**config.mk**
```make
export PLATFORM = sky130hd
export DESIGN_NAME = tx_fsm
export DESIGN_NICKNAME = d
export VERILOG_FILES = /design/src/rtl/tx_fsm.sv
export SDC_FILE = /design/constraint.sdc
export NUM_CORES = 1
export LEC_CHECK = 0
export CORE_MARGIN = 10
export CORE_UTILIZATION = 30
export CTS_BUF_LIST = sky130_fd_sc_hd__clkbuf_2 sky130_fd_sc_hd__clkbuf_4 sky130_fd_sc_hd__clkbuf_8
export CTS_CLUSTER_DIAMETER = 60
export DETAILED_ROUTE_END_ITERATION = 16
export SLEW_MARGIN = 20
export SYNTH_ARGS = -nofsm -noshare
export SYNTH_HDL_FRONTEND = slang
export SYNTH_SLANG_ARGS = --single-unit
```
**constraint.sdc**
```tcl
create_clock -name clk -period 2.76 [get_ports clk]
set_clock_uncertainty 0.1 [all_clocks]
set_input_delay 0.552 -clock clk [delete_from_list [all_inputs] [get_ports clk]]
set_output_delay 0.552 -clock clk [all_outputs]
set_load 0.02 [all_outputs]
```
**src/rtl/tx_fsm.sv**
```systemverilog
// tx_fsm: 8 x 4-bit transmit FIFO feeding a stop-and-wait ARQ transmitter.
// The host pushes nibbles and launches one transmission per rd_en pulse. The
// 2-bit err_mode emulates the channel result: 00 = ACK, 01/11 = NACK,
// 10 = NACK followed by an automatic resend that is ACKed. The head entry is
// popped only once it has been ACKed.
module tx_fsm #(
  parameter int DEPTH = 8,
  parameter int DW    = 4
) (
  input  logic       clk,
  input  logic       rst_n,
  input  logic       ena,
  input  logic [7:0] ui_in,
  output logic [7:0] uo_out,
  input  logic [7:0] uio_in,
  output logic [7:0] uio_out,
  output logic [7:0] uio_oe
);

  localparam int AW = $clog2(DEPTH);
  localparam int CW = $clog2(DEPTH + 1);

  typedef enum logic [2:0] {
    IDLE  = 3'd0,
    SEND  = 3'd1,
    RESP  = 3'd2,
    RETRY = 3'd3,
    RESP2 = 3'd4
  } state_t;

  // Input field decode.
  logic          wr_en;
  logic          rd_en;
  logic [DW-1:0] data_in;
  logic [1:0]    err_mode;

  assign wr_en    = ui_in[7];
  assign rd_en    = ui_in[6];
  assign data_in  = ui_in[5:2];
  assign err_mode = ui_in[1:0];

  // Tile enable and bidirectional inputs have no function in this design.
  logic unused_ok;
  assign unused_ok = &{1'b0, ena, uio_in};

  // Storage and state.
  logic [DW-1:0] mem_q [DEPTH];
  logic [AW-1:0] wr_ptr_q, wr_ptr_d;
  logic [AW-1:0] rd_ptr_q, rd_ptr_d;
  logic [CW-1:0] count_q, count_d;
  state_t        state_q, state_d;
  logic [1:0]    mode_q, mode_d;
  logic [DW-1:0] data_out_q, data_out_d;
  logic          ack_q, ack_d;
  logic          nack_q, nack_d;
  logic          retry_q, retry_d;

  logic full;
  logic empty;
  logic wr_accept;
  logic pop;

  assign full      = (count_q == CW'(DEPTH));
  assign empty     = (count_q == '0);
  assign wr_accept = wr_en && !full;

  // FIFO storage write; contents need no reset because count gates validity.
  always_ff @(posedge clk) begin
    if (wr_accept) begin
      mem_q[wr_ptr_q] <= data_in;
    end
  end

  // Next-state and registered-output logic for the ARQ sequence.
  always_comb begin
    state_d    = state_q;
    mode_d     = mode_q;
    data_out_d = data_out_q;
    ack_d      = 1'b0;
    nack_d     = 1'b0;
    retry_d    = retry_q;
    pop        = 1'b0;

    case (state_q)
      IDLE: begin
        // rd_en is only honoured here; the channel mode is frozen at launch.
        if (rd_en && !empty) begin
          mode_d  = err_mode;
          state_d = SEND;
        end
      end
      SEND: begin
        data_out_d = mem_q[rd_ptr_q];
        state_d    = RESP;
      end
      RESP: begin
        case (mode_q)
          2'b00: begin
            ack_d   = 1'b1;
            pop     = 1'b1;
            state_d = IDLE;
          end
          2'b10: begin
            nack_d  = 1'b1;
            retry_d = 1'b1;
            state_d = RETRY;
          end
          default: begin
            // Plain NACK: the entry stays at the head for a later attempt.
            nack_d  = 1'b1;
            state_d = IDLE;
          end
        endcase
      end
      RETRY: begin
        data_out_d = mem_q[rd_ptr_q];
        state_d    = RESP2;
      end
      RESP2: begin
        ack_d   = 1'b1;
        pop     = 1'b1;
        retry_d = 1'b0;
        state_d = IDLE;
      end
      default: begin
        state_d = IDLE;
      end
    endcase
  end

  // Pointer and occupancy bookkeeping; a simultaneous write and pop cancel.
  always_comb begin
    wr_ptr_d = wr_ptr_q;
    rd_ptr_d = rd_ptr_q;
    count_d  = count_q;
    if (wr_accept) begin
      wr_ptr_d = wr_ptr_q + AW'(1);
    end
    if (pop) begin
      rd_ptr_d = rd_ptr_q + AW'(1);
    end
    case ({wr_accept, pop})
      2'b10:   count_d = count_q + CW'(1);
      2'b01:   count_d = count_q - CW'(1);
      default: count_d = count_q;
    endcase
  end

  // State register with asynchronous reset that discards the FIFO contents.
  always_ff @(posedge clk or negedge rst_n) begin
    if (!rst_n) begin
      state_q    <= IDLE;
      mode_q     <= 2'b00;
      wr_ptr_q   <= '0;
      rd_ptr_q   <= '0;
      count_q    <= '0;
      data_out_q <= '0;
      ack_q      <= 1'b0;
      nack_q     <= 1'b0;
      retry_q    <= 1'b0;
    end else begin
      state_q    <= state_d;
      mode_q     <= mode_d;
      wr_ptr_q   <= wr_ptr_d;
      rd_ptr_q   <= rd_ptr_d;
      count_q    <= count_d;
      data_out_q <= data_out_d;
      ack_q      <= ack_d;
      nack_q     <= nack_d;
      retry_q    <= retry_d;
    end
  end

  assign uo_out  = {empty, full, nack_q, ack_q, data_out_q};
  assign uio_out = {retry_q, count_q, state_q};
  assign uio_oe  = 8'hFF;

endmodule

```
The metal 2 layer:
The bar under the picture is 20 microns long.
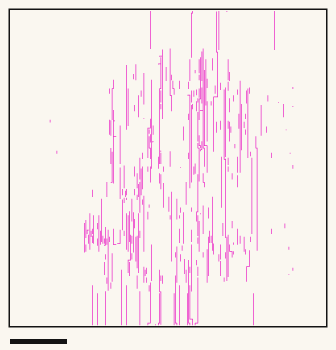
The longest straight run is 35.8 microns. The layer carries 2120 microns of wire. The layer holds 49% of the routed length.
WL final: 4290 microns
vias after detailed routing: 1371

Routed metal, one color a layer:
The bar under the picture is 20 microns long. Two of the layers only.
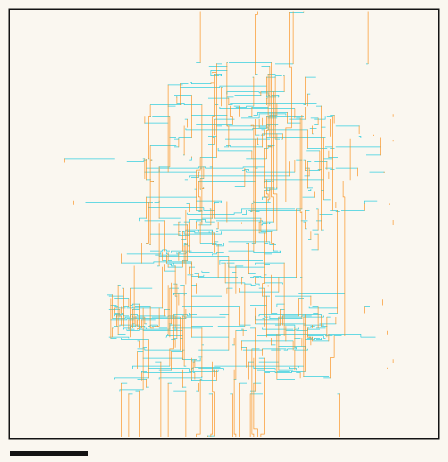
metal 2: in orange, wire length 2120 microns. metal 1: in cyan, wire length 1920 microns.
global-route total usage across every layer: 7.36%
average routed wire per standard cell: 13.7 microns

## worst max-delay path by stage
stage	to	startpoint	cells after the start
finish	count_q[3]	mode_q[1]	7
detailed placement	count_q[3]	ui_in[7]	8
floorplan	count_q[3]	state_q[1]	7
CTS	count_q[3]	mode_q[1]	7
global route	count_q[3]	mode_q[1]	7
global placement	count_q[3]	ui_in[7]	8
## sequential cells by signal, summed over array words and instances (netlist names)
| register | cells |
|---|---|
| retry_q | 1 |
| wr_ptr_q | 3 |
| data_out_q | 4 |
| state_q | 3 |
| ack_q | 1 |
| mode_q | 2 |
| mem_q | 32 |
| count_q | 4 |
| nack_q | 1 |
| rd_ptr_q | 3 |
## layout make-up
type	count	share of cell area [%]
clock buffers	5	2.36
clock inverters	3	1.63
inverters	7	0.902
multi-input cells	107	27.4
flip-flops and latches	54	51.9
well taps	102	4.38
repair buffers	36	11.4
## per-stage QoR
step                      setup TNS, ns  instance area, sq um  hold slack [ns]  setup slack (ns)  power [W]
after CTS                             0                  2910            0.397            0.0891    0.00304
after detailed placement         -0.117                  2800            0.375            -0.117    0.00250
after global routing                  0                  2910            0.425            0.0527    0.00322
final                                 0                  2910            0.387             0.201    0.00300
after floorplan                       0                  2470            0.156             0.213    0.00212
after global placement         -0.00104                  2800            0.366          -0.00104    0.00247
## cells by family (layout without fill, tap and decap cells)
family	after synthesis	in the layout	synth area share (%)
flip-flops	54	54	61.9
AND/OR/NAND/NOR	48	48	10.0
buffers and inverters	25	51	6.61
multiplexers	24	24	12.0
AND-OR/OR-AND	16	16	4.15
adder cells (fa/ha/maj)	6	6	3.38
XOR/XNOR	5	5	1.79
other	1	8	0.153
==> CHANGELOG.md <==
### Implementation results

* Number of max-slew violations in the final report at 0
* Max stage delay cell, worst path: sky130_fd_sc_hd__or4b_4
* Comb pwr at 0.00118 W
* Port bufs at 25
* Most common cell in the synthesized netlist: sky130_fd_sc_hd__edfxtp_1
* CTS tree: built
* Routing usage on met3 at 1.80%
* Setup repair after global routing missed its margin: no
* Outcome: finished clean
* Hold Path End: data_out_q[1]
* Slowest Stage Delay on Critical Path at 0.56 ns
* Worst reg2reg setup slack at 0.20 ns
* Net Switching at 0.00106 W
* Avg Cell Area, Syn at 13.7 sq um
* Max Fanout on Critical Path at 7
* Final worst path period need at 2.56 ns
* Cell chain of the critical path: or4b_4 -> a21oi_4 -> ha_2 -> ha_1 -> a21oi_1 -> o21ai_0 -> o311ai_0
* Largest buffer count on any clock path at 2
* Synth Instances at 179
* Crit path arrival time at 2.64 ns
* DIE AREA at 12200 sq um
* Buffers plus inverters on the worst setup path at 0
* Layout net count at 236
* Fmax at 0.391 GHz
* Number of buffers added to fix hold violations after cts at 0
* Latest clock arrival within the worst-skew pair at 0.31 ns
* Total setup buffers inserted after CTS at 0
* Top Layer Used: met4
* Vias in the first global route at 1312
* M1 WL at 1920 microns
* Element type at the critical path start: flop
* Total clock buffers created by CTS at 5
* Seq share, synth at 61.9%
* I/O pin cnt at 43
* Distinct lib cells at 36
* Classification of the worst setup path: flop to flop
* Fraction of synthesis flops using an asynchronous set or reset pin at 40.7%
* Terminus of the critical flop-to-flop path: count_q[3]
* Relative area change from synthesis to final layout at 19.3%
* Count of library flops with an enable pin at 32
* Routing usage on met2 at 11.9%
* Met1 Resource Use GR at 9.09%
* Logic pwr share at 39.2%
* Tally of non-filler cells in the final layout at 314
* Family of cells with the greatest summed delay on the critical path: AND-OR/OR-AND gates
* Global routing's busiest layer: met2
* Site Rows at 32
* Global-route wire length before repair at 6990 microns
* Routed length on met2 at 2120 microns
* Most frequently used flop master after synthesis: sky130_fd_sc_hd__edfxtp_1
* Number of synthesized register bits at 54
* Leak Pwr at 1.12 nW
* Type of destination of the critical path: flop
* Switching share of power at 35.2%
* Post-synth top area cell: sky130_fd_sc_hd__edfxtp_1
* Vias per cell at 4.37
* Share of total power in the clock network at 18.0%
* Biggest area cells: sky130_fd_sc_hd__edfxtp_1 (39%), sky130_fd_sc_hd__dfrtp_1 (23%), sky130_fd_sc_hd__mux2i_1 (7.0%)
* Dominant logic cell types in the final layout: sky130_fd_sc_hd__edfxtp_1 (32), sky130_fd_sc_hd__clkdlybuf4s50_1 (25), sky130_fd_sc_hd__dfrtp_1 (22)
* Top cell excl fill/tap: sky130_fd_sc_hd__edfxtp_1
No activity file was given, so power comes from the tool's default toggle rates.
